Fig. 1: run 1, nets reached from selected ports
The bar under the picture is 20 um long.
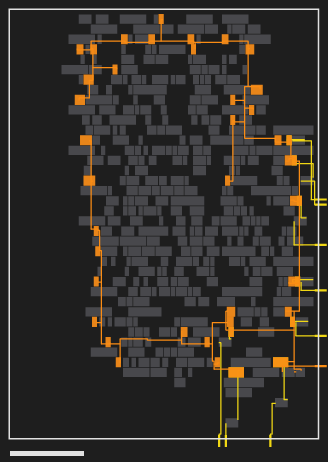
Fig. 2: run 1, sequential cells grouped by signal name
The bar under the picture is 20 um long.
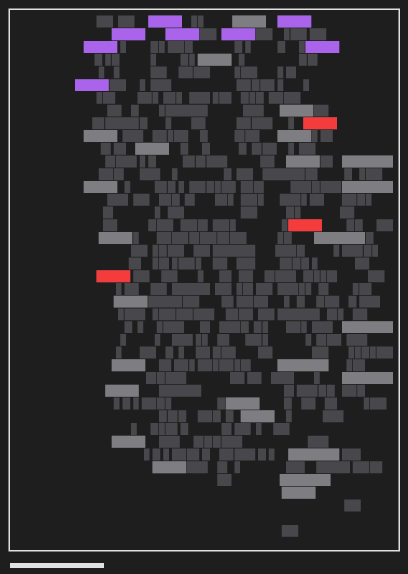
Fig. 3: run 1, logic cells by family
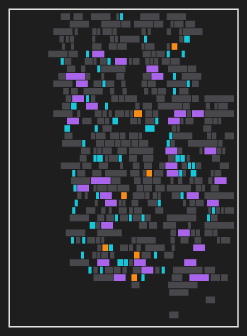
Design cordic_comp, sky130hd; sources not shown.
==> qor.csv, run 1 <==
metric;value;unit
place_congestion;0.837;
cts_made_buffers;5;
path_clk_slew;0.05;ns
cts_resized;0;
worst_pin_slew;0.797;ns
cts_tree;built;
synth_stat.cells;389;
slowest_delay;0.83;ns
path_buffers;1;
clockBufferDepth;2;
post-synth-top-count-cell;nor2_1;
drc;0;
slew_violations;0;
synth_flops;36;
syn_area;0.00321;mm2
synth.distinct_cells;53;
grt_max_degree;44;
top_area_frac;0.175;
yosys.stat.chipArea;0.00321;mm2
synth_area_leader_cell;dfxtp_1;
core-area;0.00898;mm2
synthCells;389;
path_class;reg2reg;
fp_util;0.358;
fp-row-count;41;
critical-path-top-delay-family;AND-OR/OR-AND gates;
antenna_found_initial;0;
syn_avg_cell_area;8.25;um2
cts_root_buffer;clkbuf_16;
hold_viol_final;0;
cp.depth;13;
min_period;4.00;ns
common_cells;nor2_1, a21oi_1, mux2i_1;
finalCritPeriodShare;0.476;
fmax;250;MHz
cp-end-kind;register;
drt-pass1-iter-count;4;
num_vias;2642;
post_cts_buffers;0;
htree_levels;2;
groute.usage.overall;0.156;
hold_depth;2;
status;finished clean;
worstPathRequired;8.61;ns
ant_nets;0;
wl;7010;um
routedWlPerCell;14.0;um
top_cells_by_area;dfxtp_1, ha_1, mux2i_1;
maxCapViolCount;0;
viasPerCell;5.26;
fin_tns_setup;0;ns
r2r_cells;13;
chipArea;0.00957;mm2
edf_count;8;
path_cells;inv_1, mux4_2, ha_1, o21ai_0, ha_1, nor2b_1, o21ai_0, a21oi_1, o21ai_0, a21oi_1, xnor2_1, or3_1, a21oi_1;
grt_pass1_vias;2560;
crit_path_start_kind;register;
n_antenna_cell;0;
critical_path.max_fanout;25;
die_h;115;um
first_iter_violations;145;
async_reset_ff_frac;0;
die-width;82.9;um
drive_gt1_frac;0.0582;
grt_pass1_wl;12000;um
slowest_stage;dfxtp_1;
fillerInstances;923;
nets;436;
hpwlAfterDp;5280;um
syn2layout_area_growth;11.5;%
arrival;4.21;ns
relSlewSlack;0.469;
min_path_type;reg2reg;
cts.sinks;36;
Notes on Fig. 1 above:
| color | port | direction | edge | end cells | buffers | wire |
|---|---|---|---|---|---|---|
| yellow | `z_initial_in` | input | 5 right, 3 bottom | 8 | 8 | 159 um |
| orange | `rst` | input | right | 43 | 2 | 399 um |
IO buf count: 17
io pins: 18

Notes on Fig. 2 above:
| color | signal | sequential cells |
|---|---|---|
| red | `i_q` | 3 |
| purple | `cordic_out` | 8 |
not colored: 25
Register Area: 801 um2
fin util: 0.399

Notes on Fig. 3 above:
| color | family | cells |
|---|---|---|
| orange | and/or cells | 7 |
| cyan | nor cells | 57 |
| purple | fa/ha/maj cells | 32 |
multi-input gate share of total cell area: 0.618
Finished Layout Cells: 502

[run 1: layout make-up]
type                            count  share of cell area
Clock buffer                        7              0.0399
Clock inverter                      1             0.00210
Inverter                           22              0.0231
Multi-Input combinational cell    308               0.618
Sequential cell                    36               0.224
Tap cell                          107              0.0374
Timing Repair Buffer               21              0.0559
[run 1: placed cells by master, fill, tap and decap left out, drive strengths merged, types with 5 or more instances in the layout]
master,netlist,layout
clkdlybuf4s50,0,17
nor2,44,44
a21o,5,5
clkbuf,12,7
o22ai,5,5
mux2i,31,31
inv,22,22
edfxtp,8,8
xor2,14,14
dfxtp,28,28
nor3,5,5
a31oi,7,7
o21ai,19,19
o21bai,5,5
nor2b,7,7
ha,29,29
xnor2,22,22
a211oi,5,5
a21oi,39,39
nand2,29,29
[run 1: stage by stage]
stage          std cells  instance area, um2  setup slack (ns)  hold slack (ns)
6_report             502                3580              4.40            0.452
5_1_grt              502                3580              3.98            0.469
4_1_cts              502                3580              4.48            0.456
3_5_place_dp         494                3430              4.48            0.448
3_3_place_gp         494                3430              4.59            0.444
2_1_floorplan        366                3090              4.52            0.467
[run 1: kinds of logic (layout without fill, tap and decap cells)]
family,count (synthesis),in the layout,share of synthesized area
buf+inv,45,51,0.0620
fa+ha+maj,32,32,0.132
compound gates,106,106,0.209
flops,36,36,0.249
simple gates,99,99,0.136
xor+xnor,36,36,0.0982
mux,35,35,0.114
[run 1: metal layers]
layer  vias to the layer above  track usage  share of wire
met3                        13       0.0266          0.022
met2                        35        0.300           0.54
met1                      1221        0.168           0.42
met4                         0       0.0644          0.026
met5                         -            0              0
li1                       1373            -              -
[run 1: worst register-to-register path: stages (launching register included)]
cell,delay [ns]
dfxtp_1,0.83
inv_1,0.38
mux4_2,0.43
ha_1,0.29
o21ai_0,0.31
ha_1,0.31
nor2b_1,0.12
o21ai_0,0.19
a21oi_1,0.12
o21ai_0,0.25
a21oi_1,0.12
xnor2_1,0.14
or3_1,0.31
a21oi_1,0.14
Fig. 4: run 1, close-up of the layout
The bar under the picture is 10 um long. Region (8, 16) to (33, 41) um. Cells in gray, sequential cells in the stronger gray; small squares are vias.
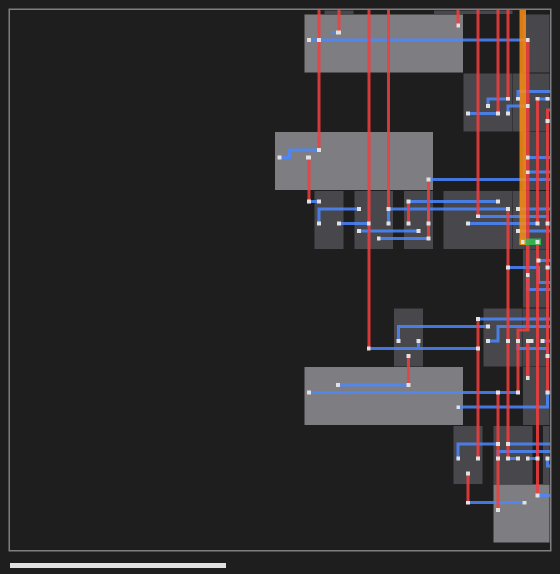

==> run 1 -> run 2 <==
==> constraint.sdc (replaced) <==
create_clock -name clk -period 4.1 [get_ports clk]
set_input_delay 0.615 -clock clk [delete_from_list [all_inputs] [get_ports clk]]
set_output_delay 0.615 -clock clk [all_outputs]
set_load 0.03 [all_outputs]
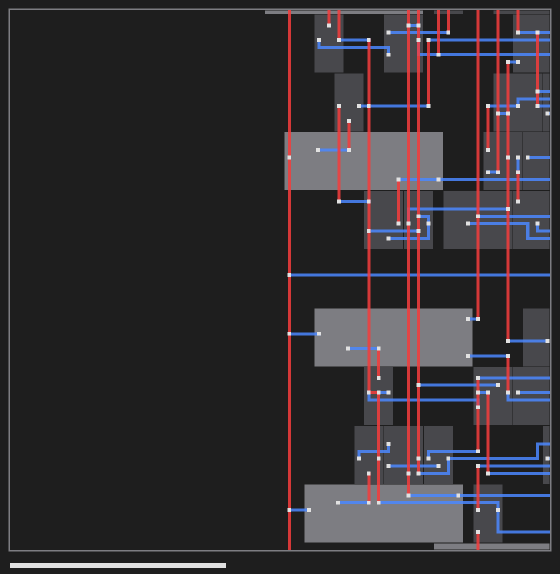
Fig. 5. Close-up of the layout (run 2).
The bar under the picture is 10 um long. Region (8, 16) to (33, 41) um. Cells in gray, sequential cells in the stronger gray; small squares are vias.
| color | layer |
|---|---|
| red | M2 |
| blue | M1 |
sequential cells in the window: 3
most frequent: nor2_1 (7), a21oi_1 (5), dfxtp_1 (3)
cells with their middle in the window: 18

==> run 2 against run 1 <==
Against the previous run:
- the run now ends with design-rule violations left
- cell count rose by 1.0%
- non-clock buffer count rose by 5
==> qor.csv, run 2 <==
metric;value;unit
cts_resized;0;
cts_tree;built;
worst_pin_slew;0.866;ns
place_congestion;0.845;
chipArea;0.00957;mm2
maxCapViolCount;0;
hpwlAfterDp;5690;um
routedWlPerCell;14.5;um
wl;7330;um
min_period;3.65;ns
core-area;0.00898;mm2
synth_stat.cells;389;
slowest_delay;0.36;ns
failed_checks;design-rule violations;
async_reset_ff_frac;0;
fin_tns_setup;0;ns
io_pins;18;
syn_area;0.00321;mm2
die_h;115;um
drive_gt1_frac;0.0700;
top_cells_by_area;dfxtp_1, ha_1, mux2i_1;
cts_made_buffers;5;
relSlewSlack;0.423;
die-width;82.9;um
status;complete, but fails checks;
path_buffers;1;
numPortBuffers;17;
synth.distinct_cells;53;
syn2layout_area_growth;13.1;%
n_antenna_cell;0;
r2r_cells;15;
drc;2;
yosys.stat.chipArea;0.00321;mm2
num_vias;2721;
synth_flops;36;
path_cells;buf_4, mux2i_1, mux2i_1, mux2i_1, ha_1, o21ai_0, ha_1, nor2b_1, o21ai_0, a21oi_1, o21ai_0, a21oi_1, xnor2_1, or3_1, a21oi_1;
htree_levels;2;
cp.depth;15;
post_cts_buffers;0;
viasPerCell;5.37;
first_iter_violations;116;
grt_pass1_vias;2668;
fillerInstances;892;
cts.sinks;36;
worstPathRequired;4.29;ns
fmax;274;MHz
groute.usage.overall;0.163;
path_class;reg2reg;
min_path_type;reg2reg;
path_clk_slew;0.06;ns
critical_path.max_fanout;12;
common_cells;nor2_1, a21oi_1, mux2i_1;
fp_util;0.358;
slew_violations;0;
nets;441;
ant_nets;0;
finalCritPeriodShare;0.889;
grt_max_degree;26;
fp-row-count;41;
most-common-layout-cells;nor2_1, a21oi_1, mux2i_1;
slowest_stage;dfxtp_1;
grt_overflow;0;
synthCells;389;
arrival;3.84;ns
hold_viol_final;0;
hold_depth;2;
antenna_found_initial;0;
lay_top_count;nor2_1;
grt_pass1_wl;12300;um
critical-path-top-delay-family;AND-OR/OR-AND gates;
==> run 2: netlist changes by cell type in the layout (fill, tap and decap cells not counted) <==
| cell | delta |
|---|---|
| clkbuf_8 | -1 |
| bufinv_16 | +1 |
| buf_4 | +5 |
| clkinvlp_4 | -1 |
| clkinv_2 | +1 |
==> run 2: worst register-to-register path: stages (launching register included) <==
cell     delay (ns)
dfxtp_1        0.36
buf_4          0.23
mux2i_1        0.26
mux2i_1        0.17
mux2i_1        0.23
ha_1           0.27
o21ai_0        0.32
ha_1           0.31
nor2b_1        0.13
o21ai_0        0.19
a21oi_1        0.12
o21ai_0        0.24
a21oi_1        0.12
xnor2_1        0.15
or3_1          0.31
a21oi_1        0.16
==> run 2: cells by family (layout without fill, tap and decap cells) <==
kind of cell | Yosys count | in the layout | share of synthesized area
fa+ha+maj | 32 | 32 | 0.132
xor+xnor | 36 | 36 | 0.0982
flops | 36 | 36 | 0.249
compound gates | 106 | 106 | 0.209
simple gates | 99 | 99 | 0.136
mux | 35 | 35 | 0.114
buf+inv | 45 | 56 | 0.0620
==> run 2: cell type report <==
| class | count | area share |
|---|---|---|
| clock inverters | 2 | 0.00965 |
| flip-flops and latches | 36 | 0.221 |
| inverters | 22 | 0.0228 |
| repair buffers | 26 | 0.0655 |
| well taps | 107 | 0.0369 |
| clock buffers | 6 | 0.0355 |
| multi-input cells | 308 | 0.609 |
==> run 2: layer usage <==
metal  wire (um)  up-vias  share of wire  global-route usage
met2        3940       39           0.54               0.317
met3         145       21          0.020              0.0273
li1            -     1382              -                   -
met5           0        -              0                   0
met1        2970     1279           0.41               0.164
met4         270        0          0.037              0.0908
==> run 2: metrics by stage <==
step                      instances  setup WS (ns)  hold slack, ns  utilization  area [um2]
after CTS                       507          0.444           0.457        0.404        3630
after global placement          499          0.656           0.444        0.386        3470
after detailed placement        499          0.583           0.450        0.386        3470
after floorplan                 366          0.221           0.467            -        3090
after global routing            507          0.114           0.470        0.404        3630
final                           507          0.453           0.456        0.404        3630
